`config.mk`:
```
export PLATFORM = sky130hd
export DESIGN_NAME = sa_chan_rx
export DESIGN_NICKNAME = d
export VERILOG_FILES = /design/src/rtl/sa_chan_rx.sv
export SDC_FILE = /design/constraint.sdc
export NUM_CORES = 1
export LEC_CHECK = 0
export ABC_AREA = 1
export CORE_MARGIN = 5
export CORE_UTILIZATION = 37
export CTS_BUF_LIST = sky130_fd_sc_hd__clkbuf_8
export DETAILED_ROUTE_END_ITERATION = 6
export PLACE_DENSITY = 0.54
export RECOVER_POWER = 50
export SKIP_CTS_REPAIR_TIMING = 1
export SLEW_MARGIN = 20
export SYNTH_ARGS = -nofsm -noshare
export SYNTH_HDL_FRONTEND = slang
export SYNTH_SLANG_ARGS = --single-unit
```
`constraint.sdc`:
```
create_clock -name CLK -period 1.8 [get_ports CLK]
set_input_delay 0.36 -clock CLK [delete_from_list [all_inputs] [get_ports CLK]]
set_output_delay 0.36 -clock CLK [all_outputs]
set_load 0.02 [all_outputs]
```
`src/rtl/sa_chan_rx.sv`:
```
// Receiving end of the self-timed Send/Ack channel: synchronises the active-low
// Send strobe, captures words into a small FIFO and offers them on valid/ready.
module sa_chan_rx #(
  parameter int DW          = 8,
  parameter int DEPTH       = 4,
  parameter int SYNC_STAGES = 2
) (
  input  logic                     CLK,
  input  logic                     MR,
  input  logic                     Send_in,
  input  logic [DW-1:0]            Data_in,
  output logic                     Ack_out,
  output logic [DW-1:0]            dout,
  output logic                     dout_valid,
  input  logic                     dout_ready,
  output logic [$clog2(DEPTH):0]   count,
  output logic                     proto_err
);

  localparam int AW = $clog2(DEPTH);
  localparam int CW = AW + 1;

  typedef enum logic [1:0] {INIT, RDY, BUSY} state_t;

  state_t                 state, state_nxt;
  logic [SYNC_STAGES-1:0] sync_p0;
  logic [SYNC_STAGES:0]   prime_p0;
  logic                   s_sync, s_prev, primed, fall;
  logic                   wr, pop, viol;
  logic [AW-1:0]          wr_ptr, rd_ptr, rd_inc;
  logic [DW-1:0]          mem [DEPTH];

  // Synchroniser stage
  always_ff @(posedge CLK or posedge MR) begin
    if (MR) begin
      sync_p0  <= '1;
      s_prev   <= 1'b1;
      prime_p0 <= '0;
    end else begin
      sync_p0  <= {sync_p0[SYNC_STAGES-2:0], Send_in};
      s_prev   <= s_sync;
      prime_p0 <= {prime_p0[SYNC_STAGES-1:0], 1'b1};
    end
  end

  assign s_sync = sync_p0[SYNC_STAGES-1];
  // Edges are ignored until the chain holds only real samples, so a Send held
  // low through reset is not mistaken for a new request.
  assign primed = prime_p0[SYNC_STAGES];
  assign fall   = primed & s_prev & ~s_sync;

  assign dout_valid = (count != '0);
  assign pop        = dout_valid & dout_ready;
  assign rd_inc     = rd_ptr + 1'b1;

  always_comb begin
    state_nxt = state;
    wr        = 1'b0;
    viol      = 1'b0;
    case (state)
      INIT: begin
        viol = fall;
        if (!fall) state_nxt = RDY;
      end
      RDY: begin
        if (fall) begin
          wr        = 1'b1;
          state_nxt = BUSY;
        end
      end
      BUSY: begin
        viol = fall;
        if (s_sync && ((count < CW'(DEPTH)) || pop)) state_nxt = RDY;
      end
      default: state_nxt = INIT;
    endcase
  end

  // Control stage
  always_ff @(posedge CLK or posedge MR) begin
    if (MR) begin
      state     <= INIT;
      Ack_out   <= 1'b0;
      proto_err <= 1'b0;
      wr_ptr    <= '0;
      rd_ptr    <= '0;
      count     <= '0;
      dout      <= '0;
    end else begin
      state     <= state_nxt;
      Ack_out   <= (state_nxt == RDY);
      proto_err <= proto_err | viol;
      if (wr) wr_ptr <= wr_ptr + 1'b1;
      if (pop) rd_ptr <= rd_inc;
      case ({wr, pop})
        2'b10:   count <= count + CW'(1);
        2'b01:   count <= count - CW'(1);
        default: count <= count;
      endcase
      if (wr && ((count == '0) || ((count == CW'(1)) && pop)))
        dout <= Data_in;
      else if (pop && (count > CW'(1)))
        dout <= mem[rd_inc];
    end
  end

  // Storage stage
  always_ff @(posedge CLK) begin
    if (wr) mem[wr_ptr] <= Data_in;
  end

endmodule

```
Fig. 1: cell area per tile
(4 px per um) The die is cut into 9 by 9 equal tiles; black is low, pale yellow is high, 0 to 100% covered.
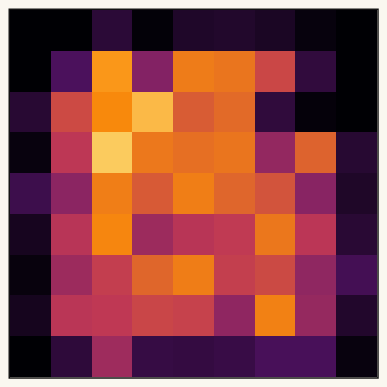
fullest tile	89%
emptiest ninth of the die	north-east
tiles over 75% full	3.7%
mean over tiles	36%
nearly empty tiles	11%

Fig. 2: signal wires by layer
(3 px per um)
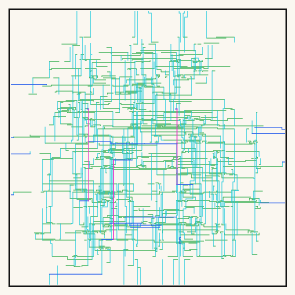
colour	layer	wire length
magenta	met4	82.3 um
blue	met3	166 um
green	met1	2440 um
cyan	met2	2570 um
GRT Total Usage: 0.138
routed len/inst: 14.3 um
routed wire length: 5260 um
via count: 1726

Fig. 3: cell classes on the final placement
(3 px per um)
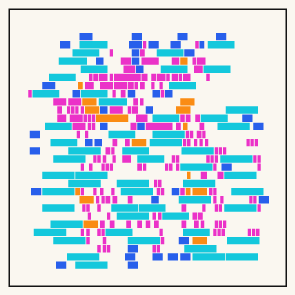
colour	class	cells
orange	clock drivers and dummy loads	16
blue	other buffers and delay cells	42
magenta	all other logic	176
cyan	flip-flops	57
Design Area, Final: 0.00315 mm2
Final Core Density: 0.491

Fig. 4: the clock network
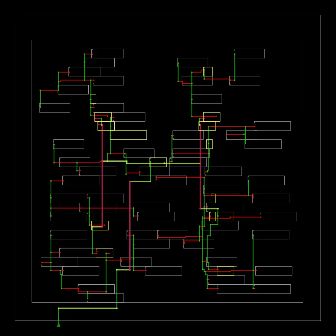
number of flip-flops and latches: 57
clock skew: 0.00744 ns

Fig. 5: ports around the boundary
(4 px per um) Pins as bars across the die edge, other pins in grey.
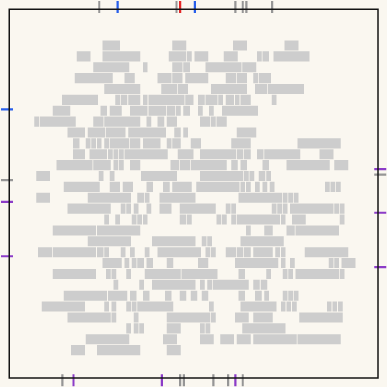
colour	port	pins	direction	edge
red	`dout_valid`	1	output	north
purple	`Data_in`	8	input	3 south, 3 east, 2 west
blue	`count`	3	output	2 north, 1 west

==> flow_summary_export.csv <==
group,metric,value,unit
critical_path,crit_fanout,4,
floorplanning,fp_util,0.386,
global_route,gr-max-usage-layer,"met2",
critical_path,r2r_start,"s_prev",
synth,yosysUniqueCellTypes,25,
finish,largest_register_ffs,32,
power_and_ir_drop,p_leak,1.42,nW
global_route,grt_max_degree,26,
synth,ys.flops,57,
place,gp_congestion,0.805,
detailed_routing,met2_length,2570,um
power_and_ir_drop,pg_seq,1.76,mW
synth,syn_avg_cell_area,10.5,um2
timing,timing.final.ws_setup,0.0547,ns
clock_network,htree_levels,3,
timing,tightest_slew,0.663,ns
finish,clkbuf_count,9,
critical_path,path_class,"flop to primary output",
clock_network,clockBufferDepth,2,
floorplanning,row_count,29,
place,portBuffers,25,
synth,top_logic_kind,"simple AND/OR/NAND/NOR gates",
clock_network,cts_tree,"yes",
finish,reg.largest.list,"mem x32, dout x8",
detailed_routing,drt-initial-drc-count,71,
synth,yosys_warnings,0,
global_route,met3_usage,0.0254,
finish,n_fill_cell,598,
power_and_ir_drop,comb_power,1.99,mW
floorplanning,core-area,0.00642,mm2
finish,clkCellAreaFrac,0.0587,
clock_network,cts_made_buffers,9,
power_and_ir_drop,pwr-share-comb,0.408,
critical_path,required,1.44,ns
min_path,hold_depth,0,
finish,layout.cells.non_filler,368,
timing,period_needed,1.75,ns
detailed_routing,top_layer_used,"met4",
synth,syn-num-nets,257,
finish,buffers,42,
global_route,grt.overflow.total,0,
critical_path,endpoint,"count[2]",
power_and_ir_drop,p_per_area,1540,mW/mm2
finish,seq-cell-share,0.504,
critical_path,crit_chain,"clkdlybuf4s50_1",
min_path,min_path_type,"flop to flop",
detailed_routing,wl_met1,2440,um
min_path,min_to,"prime_p0[1]",
floorplanning,dieArea,0.00843,mm2
synth,yosys.cell_count.top_type,"nand2_1",
power_and_ir_drop,netSwitchingPower,1.82,mW
power_and_ir_drop,switching_share,0.374,
global_route,grt_pass1_vias,1829,
timing,max_freq,573,MHz
finish,logic_area,827,um2
timing,hold_ws,0.352,ns
clock_network,cts.sinks,57,
min_path,hp-start,"prime_p0[0]",
finish,largest_class,"sequential cells",
critical_path,r2r_end,"mem[3][2]",
power_and_ir_drop,top_power_group,"combinational cells",
synth,synthCells,236,
run_status,outcome,"complete, no violations",
floorplanning,tapCellCount,77,
place,postPlaceCellArea,0.00293,mm2
synth,synth.cell_area,0.00248,mm2
run,tool_warnings,32,
floorplanning,fp.dieH,91.8,um
synth,ys_sh_simple,0.225,
critical_path,critical_path_buf_inv_count,1,
Power figures rest on the tool's default switching activity, not on a simulated workload.
